==> src/rtl/bcd2bin_arbiter_wfs.sv <==
// -----------------------------------------------------------------------------
// bcd2bin_arbiter_wfs
//   Shared, iterative 4-digit BCD-to-binary converter serving two requesters.
//   A round-robin arbiter grants one request at a time. The granted operand is
//   loaded into a 30-bit shifter and converted by reverse double-dabble
//   (shift right, then subtract 3 from every BCD field >= 8) over 14 iterations.
//
//   Optional build macro: BCD2BIN_DUAL_STEP_EN
//     defined   : two iterations per clock, conversion takes 7 SHIFT cycles
//     undefined : one iteration per clock, conversion takes 14 SHIFT cycles
//
// Ports
//   clk_wfs             in   system clock, rising edge
//   rst_wfs             in   asynchronous active-high reset
//   req0_wfs/req1_wfs   in   level conversion requests
//   bcd0_wfs/bcd1_wfs   in   16-bit BCD operands {thou,hund,tens,ones}
//   ack0_wfs/ack1_wfs   out  one-cycle pulse, operand captured
//   done0_wfs/done1_wfs out  one-cycle pulse, result valid
//   bin_wfs             out  last result, held until next done
//   err_wfs             out  last operand had a digit > 9, held
//   busy_wfs            out  high while converting
//
// FSM states
//   state   | meaning
//   S_IDLE  | waiting for a request; arbitration and operand capture
//   S_SHIFT | iterating the shift/correct datapath
// -----------------------------------------------------------------------------
module bcd2bin_arbiter_wfs #(
  parameter int BIN_W = 14
) (
  input  logic             clk_wfs,
  input  logic             rst_wfs,
  input  logic             req0_wfs,
  input  logic [15:0]      bcd0_wfs,
  input  logic             req1_wfs,
  input  logic [15:0]      bcd1_wfs,
  output logic             ack0_wfs,
  output logic             ack1_wfs,
  output logic             done0_wfs,
  output logic             done1_wfs,
  output logic [BIN_W-1:0] bin_wfs,
  output logic             err_wfs,
  output logic             busy_wfs
);

  localparam int SH_W = BIN_W + 16;

`ifdef BCD2BIN_DUAL_STEP_EN
  localparam int STEP = 2;
`else
  localparam int STEP = 1;
`endif

  localparam logic [3:0] CNT_INC  = 4'(STEP);
  localparam logic [3:0] CNT_LAST = 4'(BIN_W - STEP);

  typedef enum logic {
    S_IDLE  = 1'b0,
    S_SHIFT = 1'b1
  } state_t;

  state_t          r_state;
  state_t          w_state_nxt;

  logic [SH_W-1:0] r_shift;
  logic [3:0]      r_cnt;
  logic            r_invalid;
  logic            r_id;      // requester owning the conversion in flight
  logic            r_last;    // requester served most recently

  logic            w_any_req;
  logic            w_gnt_id;
  logic [15:0]     w_bcd_sel;
  logic            w_bad_sel;
  logic            w_load;
  logic            w_finish;
  logic [SH_W-1:0] w_iter1;
  logic [SH_W-1:0] w_iter;

  // One reverse double-dabble iteration on the upper four BCD fields.
  function automatic logic [SH_W-1:0] f_iter(input logic [SH_W-1:0] s);
    logic [SH_W-1:0] t;
    t = s >> 1;
    for (int d = 0; d < 4; d++) begin
      if (t[BIN_W + 4*d + 3]) begin
        t[BIN_W + 4*d +: 4] = t[BIN_W + 4*d +: 4] - 4'd3;
      end
    end
    return t;
  endfunction

  function automatic logic f_bad_digit(input logic [15:0] b);
    logic bad;
    bad = 1'b0;
    for (int d = 0; d < 4; d++) begin
      if (b[4*d +: 4] > 4'd9) begin
        bad = 1'b1;
      end
    end
    return bad;
  endfunction

  assign w_iter1 = f_iter(r_shift);
`ifdef BCD2BIN_DUAL_STEP_EN
  assign w_iter  = f_iter(w_iter1);
`else
  assign w_iter  = w_iter1;
`endif

  // Arbitration: a lone request wins; on contention the requester not served
  // last wins. r_last resets to 1 so requester 0 goes first.
  assign w_any_req = req0_wfs | req1_wfs;
  assign w_gnt_id  = (req0_wfs & req1_wfs) ? ~r_last : req1_wfs;
  assign w_bcd_sel = w_gnt_id ? bcd1_wfs : bcd0_wfs;
  assign w_bad_sel = f_bad_digit(w_bcd_sel);

  // State register
  always_ff @(posedge clk_wfs or posedge rst_wfs) begin
    if (rst_wfs) begin
      r_state <= S_IDLE;
    end else begin
      r_state <= w_state_nxt;
    end
  end

  // Next-state logic
  always_comb begin
    w_state_nxt = r_state;
    case (r_state)
      S_IDLE:  if (w_any_req)        w_state_nxt = S_SHIFT;
      S_SHIFT: if (r_cnt == CNT_LAST) w_state_nxt = S_IDLE;
      default: w_state_nxt = S_IDLE;
    endcase
  end

  // Output / control decode
  always_comb begin
    w_load   = 1'b0;
    w_finish = 1'b0;
    busy_wfs = 1'b0;
    case (r_state)
      S_IDLE: begin
        w_load = w_any_req;
      end
      S_SHIFT: begin
        busy_wfs = 1'b1;
        w_finish = (r_cnt == CNT_LAST);
      end
      default: ;
    endcase
  end

  // Datapath and registered handshake pulses
  always_ff @(posedge clk_wfs or posedge rst_wfs) begin
    if (rst_wfs) begin
      r_shift   <= '0;
      r_cnt     <= '0;
      r_invalid <= 1'b0;
      r_id      <= 1'b0;
      r_last    <= 1'b1;
      ack0_wfs  <= 1'b0;
      ack1_wfs  <= 1'b0;
      done0_wfs <= 1'b0;
      done1_wfs <= 1'b0;
      bin_wfs   <= '0;
      err_wfs   <= 1'b0;
    end else begin
      ack0_wfs  <= 1'b0;
      ack1_wfs  <= 1'b0;
      done0_wfs <= 1'b0;
      done1_wfs <= 1'b0;
      if (w_load) begin
        r_shift   <= {w_bcd_sel, {BIN_W{1'b0}}};
        r_invalid <= w_bad_sel;
        r_cnt     <= '0;
        r_id      <= w_gnt_id;
        ack0_wfs  <= ~w_gnt_id;
        ack1_wfs  <= w_gnt_id;
      end else if (r_state == S_SHIFT) begin
        r_shift <= w_iter;
        r_cnt   <= r_cnt + CNT_INC;
        if (w_finish) begin
          bin_wfs   <= r_invalid ? '0 : w_iter[BIN_W-1:0];
          err_wfs   <= r_invalid;
          done0_wfs <= ~r_id;
          done1_wfs <= r_id;
          r_last    <= r_id;
        end
      end
    end
  end

endmodule

==> config.mk <==
export PLATFORM = sky130hd
export DESIGN_NAME = bcd2bin_arbiter_wfs
export DESIGN_NICKNAME = d
export VERILOG_FILES = /design/src/rtl/bcd2bin_arbiter_wfs.sv
export SDC_FILE = /design/constraint.sdc
export NUM_CORES = 1
export LEC_CHECK = 0
export ABC_AREA = 1
export CAP_MARGIN = 20
export CORE_MARGIN = 1
export CORE_UTILIZATION = 41
export DETAILED_ROUTE_END_ITERATION = 7
export MAX_ROUTING_LAYER = met4
export PLACE_DENSITY = 0.7
export SLEW_MARGIN = 20
export SYNTH_ARGS = -nofsm -noshare
export SYNTH_HDL_FRONTEND = slang
export SYNTH_SLANG_ARGS = --single-unit
==> constraint.sdc <==
create_clock -name clk_wfs -period 1.8 [get_ports clk_wfs]
set_clock_uncertainty 0.1 [all_clocks]
set_input_delay 0.18 -clock clk_wfs [delete_from_list [all_inputs] [get_ports clk_wfs]]
set_output_delay 0.18 -clock clk_wfs [all_outputs]
set_load 0.03 [all_outputs]
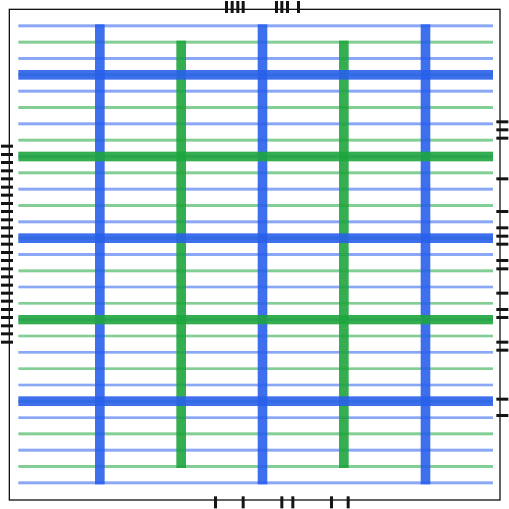
*Supply network, run 1*
(6 px per um) Pins as bars on the die edge.
VDD -> green
VSS -> blue
met1 rails = 29
signal pins = 56
met4 straps = 5
peak supply drop: 0.000842 V
die extent in y: 81.5 um
overall die width: 81.5 um
core outline area: 6030 um^2

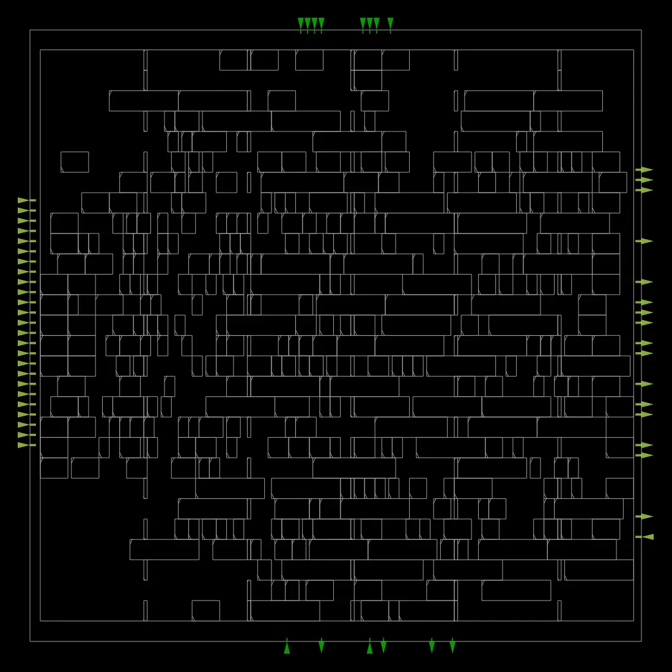
*Placement view, run 1*
layout sequential cell count: 56
register share of the cell area: 40.9%

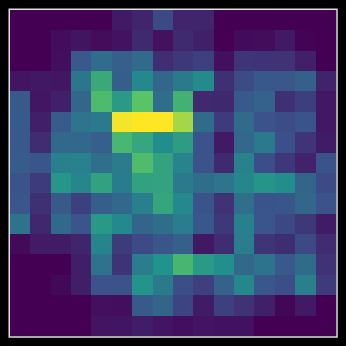
*Wire density map, run 1*
(4 px per um) 16 x 16 tiles, from dark purple (low) to yellow (high), scaled to the fullest tile. Values are wire area over tile area, all layers added.
emptiest ninth of the die = bottom left
fullest tile = 0.59
nearly empty tiles = 15%
mean over tiles = 0.14
tiles over half the peak = 9.8%
densest ninth of the die = middle
Total Routing Usage GR: 20.1%
WL per Instance: 13.5 um
drt total wl: 5860 um
overall via count from detail_route: 2193

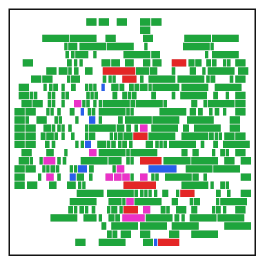
*Drive-strength map, run 1*
(3 px per um)
_3 and _4 cells -> magenta  # cells 13, share 3.6%, most used buf_4
_6 and larger -> red  # cells 9, share 2.5%, most used clkbuf_8
_0 and _1 cells -> green  # cells 330, share 92%, most used nand2_1
_2 cells -> blue  # cells 8, share 2.2%, most used inv_2
design area: 3430 um^2
post-synthesis to final-layout area growth: 32.3%
count of plain and timing-repair buffers in the layout: 68

-- run 1: cell type report --
| type | instances | area (um^2) | share of cell area (%) |
|---|---|---|---|
| clock buffers | 6 | 72.6 | 2.11 |
| repair buffers | 68 | 673 | 19.6 |
| clock inverters | 2 | 60.1 | 1.75 |
| flip-flops and latches | 56 | 1400 | 40.9 |
| multi-input cells | 188 | 980 | 28.5 |
| well taps | 75 | 93.8 | 2.73 |
| inverters | 40 | 150 | 4.37 |
-- run 1: routing by layer --
metal	vias up	part of all wire [%]	GRT usage [%]
met2	82	46	32.5
met5	-	0	-
li1	1088	-	-
met3	12	5.1	3.78
met1	1011	47	25.1
met4	0	2.1	7.14
==> flow report, run 1 <==
==========================================================================
Share of total power consumed by net switching                       37.4%
Worst-case reg-to-reg path depth                                         9
Number of buffers and inverters on the critical path                     1
Status                                                        complete, no violations
Number of iterations in the first detailed-routing pass                  4
Number of flip-flops in the largest register                            29
Synthesized-area fraction occupied by and/or/nand/nor cells          19.2%
Delay of the slowest critical-path stage                           0.68 ns
Power per cell area                                           1520 nW/um^2
Insertion delay to the later sink of the worst-skew pair           0.31 ns
Critical path required time                                        1.52 ns
Standard-cell rows                                                      28
Post-synth area from yosys stat                                  2590 um^2
Initial antenna violation count                                          0
Actual slew at the worst max-slew pin                             0.336 ns
Clock group power                                                 0.966 mW
Endpoint of the worst register-to-register path                  r_invalid
Cell with the largest stage delay on the worst path           clkdlybuf4s50_1
Net switching power of the design                                  1.95 mW
Number of library cell types mapped by synthesis                        32
==========================================================================
==> run 2, diff against run 1 <==
--- a/config.mk
+++ b/config.mk
@@ -10,9 +10,9 @@
 export CORE_MARGIN = 1
 export CORE_UTILIZATION = 41
 export DETAILED_ROUTE_END_ITERATION = 7
+export HOLD_SLACK_MARGIN = 0.1
 export MAX_ROUTING_LAYER = met4
 export PLACE_DENSITY = 0.7
-export SLEW_MARGIN = 20
 export SYNTH_ARGS = -nofsm -noshare
 export SYNTH_HDL_FRONTEND = slang
 export SYNTH_SLANG_ARGS = --single-unit
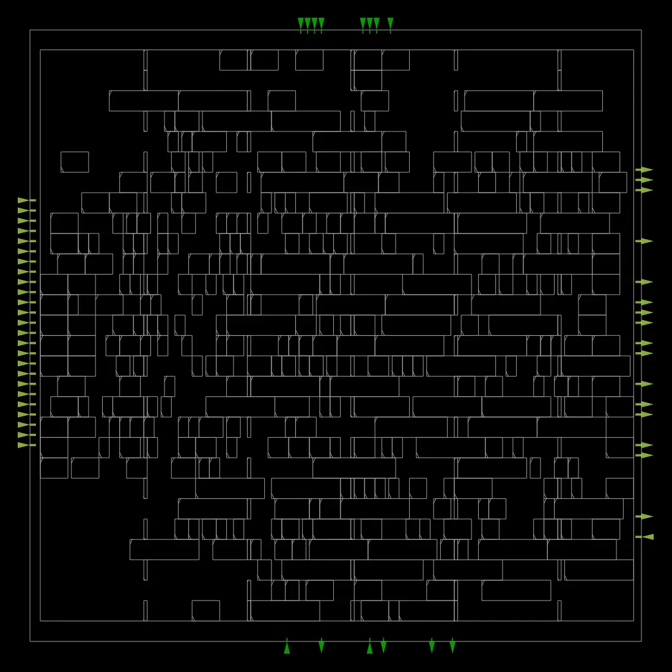
*Placement view, run 2*
standard-cell rows: 28
non-filler cells, final: 435
post-route core utilization: 57.0%

==> run 2 against run 1 <==
  * Routed wire length unchanged
  * Final area did not move
  * Area after synthesis is the same
  * Largest power group unchanged
  * Synthesized cell count is the same
  * Die area unchanged
  * Largest cell class unchanged
  * Clock power about the same
  * Clock-buffer cell count unchanged
  * Global-route usage did not move
  * Register-to-register slack about the same
  * Final cell count stayed put
==> flow report, run 2 <==
==========================================================================
DRT met1 WL                                                        2740 um
Number of iterations in the first detailed-routing pass                  4
Status                                                        complete, no violations
Share of total power consumed by net switching                       37.4%
Post-synthesis to final-layout area growth                           32.3%
Register name with the most flops                                  r_shift
Top metal layer carrying routed signals                               met4
Cell with the most instances after synthesis                       nand2_1
PortBufs                                                                55
Design area                                                      3430 um^2
Met2 wire len                                                      2700 um
WL per Instance                                                    13.5 um
Overall die width                                                  81.5 um
Power per cell area                                           1520 nW/um^2
Met3 layer usage reported by global route                            3.78%
Actual slew at the worst max-slew pin                             0.336 ns
Grt met2 use                                                         32.5%
Synthesized-area fraction occupied by and/or/nand/nor cells          19.2%
Global routing usage on met1                                         25.1%
Clock tree from TritonCTS                                              yes
TritonCTS Buffers                                                        5
Insertion delay to the later sink of the worst-skew pair           0.31 ns
Critical path required time                                        1.52 ns
Post-synth area from yosys stat                                  2590 um^2
Number of library cell types mapped by synthesis                        32
Worst-case reg-to-reg path depth                                         9
Core outline area                                                6030 um^2
Die extent in y                                                    81.5 um
Number of flip-flops in the largest register                            29
Endpoint of the worst register-to-register path                  r_invalid
Drt total wl                                                       5860 um
Layer with the highest usage after global routing                     met2
Met3 layer wire length in the routed design                         301 um
==========================================================================
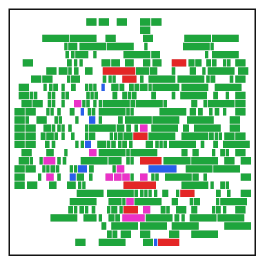
*Drive-strength map, run 2*
(3 px per um)
_0 and _1 cells -> green  # cells 330, share 92%, most used nand2_1
_3 and _4 cells -> magenta  # cells 13, share 3.6%, most used buf_4
_2 cells -> blue  # cells 8, share 2.2%, most used inv_2
_6 and larger -> red  # cells 9, share 2.5%, most used clkbuf_8
smallest setup slack after layout: 0.145 ns

run 2: cell counts in the layout (fill, tap and decap cells not counted):
Identical to the previous run, type by type.
run 2: worst max path at each step:
stage / endpoint / slack, ns / cells past startpoint
global placement: r_invalid / 0.05 / 10
global route: r_invalid / 0.03 / 9
finish: busy_wfs / 0.14 / 1
detailed placement: r_shift[22] / 0.002 / 7
floorplan: ack0_wfs / 0.15 / 1
CTS: busy_wfs / 0.14 / 1
run 2: cell type report:
class | instances | area [um^2]
Fill cell | 550 | 2590
Sequential cell | 56 | 1400
Multi-Input combinational cell | 188 | 980
Timing Repair Buffer | 68 | 673
Inverter | 40 | 150
Tap cell | 75 | 93.8
Clock buffer | 6 | 72.6
Clock inverter | 2 | 60.1
==> run 3, diff against run 2 <==
--- a/config.mk
+++ b/config.mk
@@ -7,7 +7,7 @@
 export LEC_CHECK = 0
 export ABC_AREA = 1
 export CAP_MARGIN = 20
-export CORE_MARGIN = 1
+export CORE_MARGIN = 3
 export CORE_UTILIZATION = 41
 export DETAILED_ROUTE_END_ITERATION = 7
 export HOLD_SLACK_MARGIN = 0.1
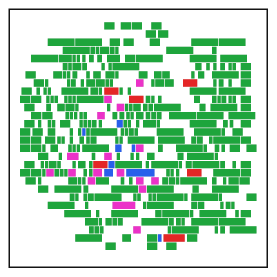
*Drive-strength map, run 3*
(3 px per um)
_6 and larger -> red  # cells 6, share 1.7%, most used clkbuf_8
_3 and _4 cells -> magenta  # cells 17, share 4.7%, most used buf_4
_2 cells -> blue  # cells 8, share 2.2%, most used inv_2
_0 and _1 cells -> green  # cells 330, share 91%, most used nand2_1
post-synthesis to final-layout area growth: 30.4%
smallest setup slack after layout: 0.173 ns
count of plain and timing-repair buffers in the layout: 69

==> run 3 against run 2 <==
  * Final area down 1.5%
  * Clock power is 28% lower
  * Register-to-register slack improved by 0.06 ns
  * Maximum frequency rose by 1.7%
  * Sequential share of layout area grew 0.60 points
  * Critical path depth stayed put
  * Non-clock buffer count is 1 higher
  * Sequential power about the same
  * Utilization down 0.83 points
==> flow report, run 3 <==
=======================================================================
TritonCTS Buffers                                                     5
Global routing usage on met1                                      24.8%
Net switching power of the design                               1.95 mW
Power per cell area                                        1460 nW/um^2
Register area                                                 1400 um^2
Overall via count from detail_route                                2198
Standard-cell rows                                                   28
Met2 wire len                                                   2940 um
Area used by multi-input combinational logic                   980 um^2
Number of library cell types mapped by synthesis                     32
Cell with the most instances after synthesis                    nand2_1
Cell with the largest stage delay on the worst path        clkdlybuf4s50_1
Number of flip-flops in the largest register                         29
Top metal layer carrying routed signals                            met4
Status                                                     complete, no violations
Clock buffer count in the final layout                                6
Register name with the most flops                               r_shift
Critical path required time                                     1.52 ns
Actual slew at the worst max-slew pin                          0.368 ns
End of the critical path                                        err_wfs
Endpoint of the worst register-to-register path              bin_wfs[2]
Total Routing Usage GR                                            18.6%
Met3 layer wire length in the routed design                      368 um
Design area                                                   3380 um^2
Post-synth area from yosys stat                               2590 um^2
Multi-input combinational area share                              29.0%
Number of buffers and inverters on the critical path                  1
Grt met2 use                                                      29.1%
WL per Instance                                                 13.6 um
Initial antenna violation count                                       0
Buffering overhead                                                19.7%
Layer with the highest usage after global routing                  met2
Top cell category                                             registers
Insertion delay to the later sink of the worst-skew pair        0.31 ns
Number of iterations in the first detailed-routing pass               4
Post-route core utilization                                       56.1%
Worst-case reg-to-reg path depth                                      6
Peak supply drop                                             0.000845 V
Final-layout fill cell count                                        545
PortBufs                                                             55
Clock tree from TritonCTS                                           yes
Non-filler cells, final                                             436
Drt total wl                                                    5930 um
Register share of the cell area                                   41.5%
Die extent in y                                                 85.5 um
=======================================================================
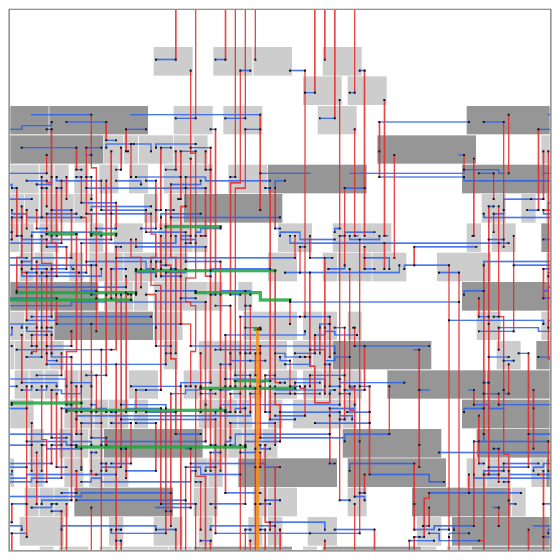
*Close-up of the layout, run 3*
Window x 18 to 68, y 35 to 85 um. Cells in gray, sequential cells in the stronger gray; small squares are vias.
metal 1 -> blue
metal 4 -> orange
metal 2 -> red
metal 3 -> green
sequential cells in the window = 22
netlist names of flops here include = `r_shift` (19)
most frequent = nand2_1 (42), dfrtp_1 (22), nor2_1 (14)
cells with their middle in the window = 159

==> run 3: cell count changes in the layout (fill, tap and decap cells not counted) <==
| cell | before | now |
|---|---|---|
| clkdlybuf4s50_1 | 55 | 54 |
| bufinv_16 | 2 | 0 |
| dlygate4sd2_1 | 0 | 1 |
| buf_4 | 11 | 13 |
| buf_12 | 2 | 1 |
| clkinvlp_4 | 0 | 1 |
| clkinv_4 | 0 | 1 |
==> run 3: cells by family after synthesis <==
group | synth area share, %
XOR/XNOR | 1.35
AND/OR/NAND/NOR | 19.2
AND-OR/OR-AND | 14.8
adder cells (fa/ha/maj) | 2.41
buffers and inverters | 8.15
flip-flops | 54.1
No activity file was given, so power comes from the tool's default toggle rates.
